**config.mk**
```make
export PLATFORM = sky130hd
export DESIGN_NAME = qft3_measure_unit
export DESIGN_NICKNAME = d
export VERILOG_FILES = /design/src/rtl/qft3_measure_unit.sv
export SDC_FILE = /design/constraint.sdc
export NUM_CORES = 1
export LEC_CHECK = 0
export CORE_ASPECT_RATIO = 1.5
export CORE_UTILIZATION = 25
export DETAILED_ROUTE_END_ITERATION = 6
export SLEW_MARGIN = 20
export SYNTH_ARGS = -nofsm -noshare
export SYNTH_HDL_FRONTEND = slang
export SYNTH_SLANG_ARGS = --single-unit
```
**constraint.sdc**
```tcl
create_clock -name clk -period 24.1 [get_ports clk]
set_input_delay 3.615 -clock clk [delete_from_list [all_inputs] [get_ports clk]]
set_output_delay 3.615 -clock clk [all_outputs]
set_load 0.02 [all_outputs]
```
**src/rtl/qft3_measure_unit.sv**
```systemverilog
// qft3_measure_unit: streams |amp|^2 per basis state of a 3-qubit QFT result and reports the argmax; define QFT3_MEAS_NORM_CHECK_EN to enable the normalisation check
`ifndef TOTAL_WIDTH
`define TOTAL_WIDTH 8
`endif
module qft3_measure_unit #(
  parameter int LATENCY  = 19,
  parameter int NORM_TOL = 64
) (
  input  logic                    clk,
  input  logic                    rst,
  input  logic                    launch,
  input  logic [`TOTAL_WIDTH-1:0] f000_r,
  input  logic [`TOTAL_WIDTH-1:0] f000_i,
  input  logic [`TOTAL_WIDTH-1:0] f001_r,
  input  logic [`TOTAL_WIDTH-1:0] f001_i,
  input  logic [`TOTAL_WIDTH-1:0] f010_r,
  input  logic [`TOTAL_WIDTH-1:0] f010_i,
  input  logic [`TOTAL_WIDTH-1:0] f011_r,
  input  logic [`TOTAL_WIDTH-1:0] f011_i,
  input  logic [`TOTAL_WIDTH-1:0] f100_r,
  input  logic [`TOTAL_WIDTH-1:0] f100_i,
  input  logic [`TOTAL_WIDTH-1:0] f101_r,
  input  logic [`TOTAL_WIDTH-1:0] f101_i,
  input  logic [`TOTAL_WIDTH-1:0] f110_r,
  input  logic [`TOTAL_WIDTH-1:0] f110_i,
  input  logic [`TOTAL_WIDTH-1:0] f111_r,
  input  logic [`TOTAL_WIDTH-1:0] f111_i,
  output logic                    out_valid,
  input  logic                    out_ready,
  output logic [2:0]              out_idx,
  output logic [15:0]             out_prob,
  output logic                    max_valid,
  output logic [2:0]              max_idx,
  output logic [15:0]             max_prob,
  output logic                    busy,
  output logic                    drop_err,
  output logic [18:0]             norm_sum,
  output logic                    norm_err
);
  typedef enum logic {IDLE, STREAM} state_t;
  state_t state_q, state_d;
  logic [LATENCY-1:0] pipe_sr;
  logic [`TOTAL_WIDTH-1:0] in_r [8];
  logic [`TOTAL_WIDTH-1:0] in_i [8];
  logic [`TOTAL_WIDTH-1:0] cap_r [8];
  logic [`TOTAL_WIDTH-1:0] cap_i [8];
  logic [2:0] idx;
  logic arrival, cap, hs, last, upd;
  logic signed [15:0] ext_r, ext_i;
  logic [15:0] prob, run_max, new_max;
  logic [2:0] run_idx, new_idx;
  assign in_r = '{f000_r, f001_r, f010_r, f011_r, f100_r, f101_r, f110_r, f111_r};
  assign in_i = '{f000_i, f001_i, f010_i, f011_i, f100_i, f101_i, f110_i, f111_i};
  assign arrival = pipe_sr[LATENCY-1];
  assign cap = (state_q == IDLE) && arrival;
  assign out_valid = (state_q == STREAM);
  assign busy = (state_q != IDLE);
  assign hs = out_valid && out_ready;
  assign last = hs && (idx == 3'd7);
  assign out_idx = idx;
  // Sign-extend before squaring so (-128,-128) yields the full 32768 in 16 unsigned bits
  assign ext_r = 16'($signed(cap_r[idx]));
  assign ext_i = 16'($signed(cap_i[idx]));
  assign prob = ext_r * ext_r + ext_i * ext_i;
  assign out_prob = out_valid ? prob : 16'd0;
  // Index 0 seeds the running max; strict compare keeps the lower index on ties
  assign upd = (idx == 3'd0) || (prob > run_max);
  assign new_max = upd ? prob : run_max;
  assign new_idx = upd ? idx : run_idx;
  // Next state: capture from IDLE on arrival, return after the index-7 handshake
  always_comb begin
    state_d = state_q;
    state_d = (state_q == IDLE) ? (arrival ? STREAM : IDLE) : (last ? IDLE : STREAM);
  end
  // Launch tracker, FSM state and captured amplitude buffer
  always_ff @(posedge clk) begin
    if (rst) begin
      pipe_sr <= '0;
      state_q <= IDLE;
      cap_r <= '{default: '0};
      cap_i <= '{default: '0};
    end else begin
      pipe_sr <= {pipe_sr[LATENCY-2:0], launch};
      state_q <= state_d;
      if (cap) begin
        cap_r <= in_r;
        cap_i <= in_i;
      end
    end
  end
  // Beat index, running argmax and the frame-end max report
  always_ff @(posedge clk) begin
    if (rst) begin
      idx <= 3'd0;
      run_max <= 16'd0;
      run_idx <= 3'd0;
      max_valid <= 1'b0;
      max_idx <= 3'd0;
      max_prob <= 16'd0;
    end else begin
      max_valid <= last;
      if (hs) begin
        idx <= idx + 3'd1;
        run_max <= new_max;
        run_idx <= new_idx;
      end
      if (last) begin
        max_idx <= new_idx;
        max_prob <= new_max;
      end
    end
  end
  // Sticky flag for arrivals that land while a frame is still streaming
  always_ff @(posedge clk) begin
    if (rst) drop_err <= 1'b0;
    else if (arrival && state_q == STREAM) drop_err <= 1'b1;
  end
`ifdef QFT3_MEAS_NORM_CHECK_EN
  logic [18:0] acc_next;
  logic signed [31:0] dev;
  assign acc_next = norm_sum + 19'(prob);
  assign dev = $signed({13'd0, acc_next}) - 32'sd256;
  // Accumulate handshaken probabilities; judge the total against 256 at frame end
  always_ff @(posedge clk) begin
    if (rst) begin
      norm_sum <= 19'd0;
      norm_err <= 1'b0;
    end else begin
      if (cap) norm_sum <= 19'd0;
      else if (hs) norm_sum <= acc_next;
      if (last) norm_err <= (dev > NORM_TOL) || (dev < -NORM_TOL);
    end
  end
`else
  assign norm_sum = 19'd0;
  assign norm_err = 1'b0;
`endif
endmodule

```
==> flow_summary.ini <==
; flow metrics
[worst_setup_path]
worstPathMaxFanout = 26
endpoint_kind = primary output
startpoint_type = flop
cp_common_cell = fa_1
worstSetupPathType = reg2out

[clocking]
cts_hold_buf = 0
ctsHtreeMaxLevel = 4
cts_tree = done
cts_made_buffers = 17
cts_resized = 0

[die]
die_x_um = 187
die-area_um2 = 52400
fp_util_pct = 25.4

[pwr]
comb_power_share_pct = 4.9
clkPwrFrac_pct = 46.3

[final_timing]
slew_violations = 0
fmax_mhz = 81.4
rsz0062_at_grt = false
slew_headroom_pct = 31.2

[drt]
drt-initial-drc-count = 406
drc_errors = 0
drtPass1Iterations = 5

[logic_synthesis]
area_leaders = dfxtp_1 30%, fa_1 18%, nand2_1 9.1%
common_cells = 311 x nand2_1, 191 x dfxtp_1, 166 x a21oi_1
top_area_share_pct = 29.7

[global_routing]
first_global_vias = 10300
grt.total_usage_pct = 13.4

[job]
maxCapViolCount = 0

[worst_hold_path]
hold_class = reg2reg

[cells_and_area]
drive_gt1_share_pct = 7.80
syn2layout_area_growth_pct = 21.8
nFillCells = 5241

[run_status]
outcome = finished clean

[placed_design]
place.gp.congestion = 0.858
## state kept, by name (all words and copies together), names as in the netlist
signal     count
run_idx        3
busy           1
out_idx        3
pipe_sr       19
drop_err       1
cap_r         64
max_idx        3
run_max       16
max_valid      1
cap_i         64
max_prob      16
## power by group through the flow
| stage | clock network [mW] | registers, mW | logic (mW) |
|---|---|---|---|
| 6_report | 0.300 | 0.316 | 0.0319 |
| 5_1_grt | 0.319 | 0.316 | 0.0338 |
| 4_1_cts | 0.306 | 0.316 | 0.0323 |
| 3_5_place_dp | 0 | 0.323 | 0.0321 |
| 3_3_place_gp | 0 | 0.323 | 0.0323 |
| 2_1_floorplan | 0 | 0.323 | 0.0102 |
## through the flow
stage	hold slack [ps]	instances	area (um2)	utilization [%]
floorplan	414	1433	12900	-
global route	457	2221	15700	30.9
global placement	423	2189	15000	29.7
finish	435	2221	15700	30.9
CTS	437	2221	15700	30.9
detailed placement	420	2189	15000	29.7
## worst max-delay path: cells and delay by family, from the launching register on
| kind | cells | cell delay (ps) |
|---|---|---|
| compound gates | 3 | 790 |
| fa+ha+maj | 7 | 3260 |
| flops | 1 | 570 |
| simple gates | 3 | 610 |
| mux | 2 | 1180 |
| xor+xnor | 1 | 220 |
| buf+inv | 6 | 1540 |
## path summary, 6_finish.rpt
| check | from | to | slack (ps) | cells after the start |
|---|---|---|---|---|
| min | pipe_sr[11] | pipe_sr[12] | 440 | 1 |
| min reg2reg | pipe_sr[11] | pipe_sr[12] | 440 | 1 |
| max | out_idx[0] | out_prob[14] | 11820 | 22 |
| max reg2reg | out_idx[0] | run_max[15] | 14220 | 29 |
## cell usage in the layout, fill, tap and decap left out, types with 5 or more instances in the layout
master           count
clkdlybuf4s50_1    172
nor2b_1             23
or2_1                5
mux2i_4              7
o21a_1               5
inv_2                8
nand2_1            311
mux2i_2              8
nor3_1               5
buf_4                7
dfxtp_1            189
clkbuf_16           17
and2_1              16
ha_1                72
mux4_2              32
a211oi_1            17
conb_1              20
xnor2_1             24
o21ai_0              6
fa_1               114
a21o_1               7
inv_1              154
mux2i_1             16
xor2_1               6
nand3_1              7
a21oi_1            166
nor2_1              77
## metal layers
metal,global-route usage (%),vias to the layer above,part of all wire (%)
met4,5.57,0,2.8
met2,25.2,216,54
met1,15.1,4780,40
met3,1.53,44,2.9
li1,-,4743,-
met5,0,-,0
## cell families (layout without fill, tap and decap cells)
kind of cell | count (synthesis) | count (layout) | synth area share (%)
and+or+nand+nor | 463 | 463 | 15.1
buffers and inverters | 257 | 376 | 9.07
AOI/OAI and AO/OA | 220 | 220 | 9.95
DFF | 191 | 191 | 29.7
adders and majority gates | 186 | 186 | 24.8
muxes | 64 | 64 | 8.99
xor gates and xnor gates | 32 | 32 | 2.35
other | 1 | 20 | 0.0292
## final cells by class
cell class	count	area (um2)	share of cell area (%)
clock inverters	15	195	1.25
inverters	164	632	4.04
flip-flops and latches	191	3830	24.4
multi-input cells	985	7960	50.8
well taps	669	837	5.35
repair buffers	180	1790	11.4
clock buffers	17	425	2.72
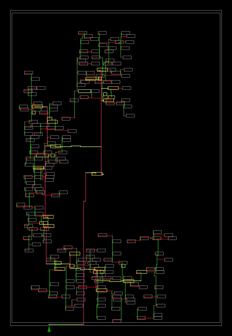
*The clock network*
Setup Skew: 20.8 ps
Sink Count: 191
Clk. pwr: 0.300 mW
clk_buf instances: 17

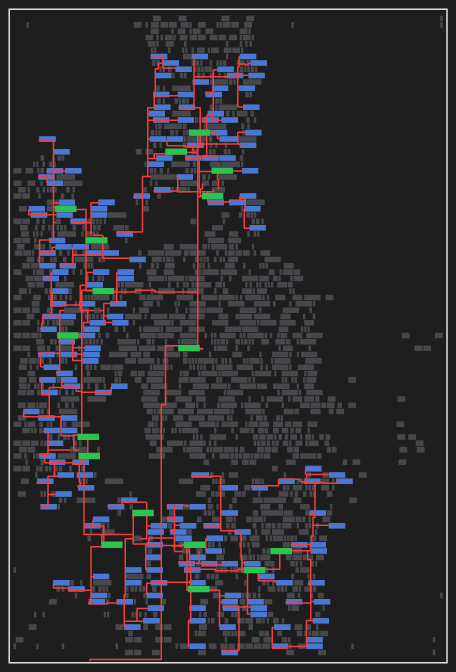
*Clock network drawn from the DEF*
Key: flip-flops = blue [count 191]; cells driving clock nets = green [count 17]; clock wires = red [length 2540 um]
There are 18 routed clock nets.

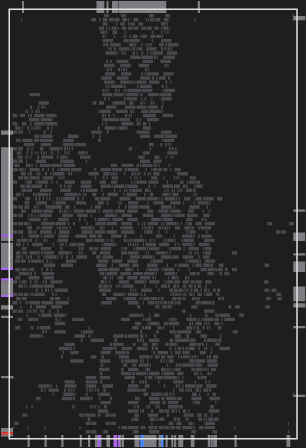
*I/O pins on the die edge*
Pins as bars across the die edge, other pins in grey.
Key: `norm_err` = red [pins 1, direction output, edge left]; `f000_r` = purple [pins 8, direction input, edge 4 left, 4 bottom]; `max_idx` = blue [pins 3, direction output, edge bottom]

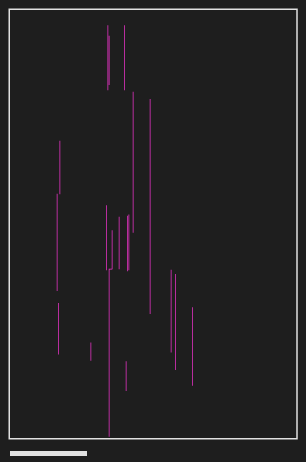
*Metal 4*
Bar = 50 um.
The wires run mostly vertical. 13 nets have wire on it.

No activity file was given, so power comes from the tool's default toggle rates.
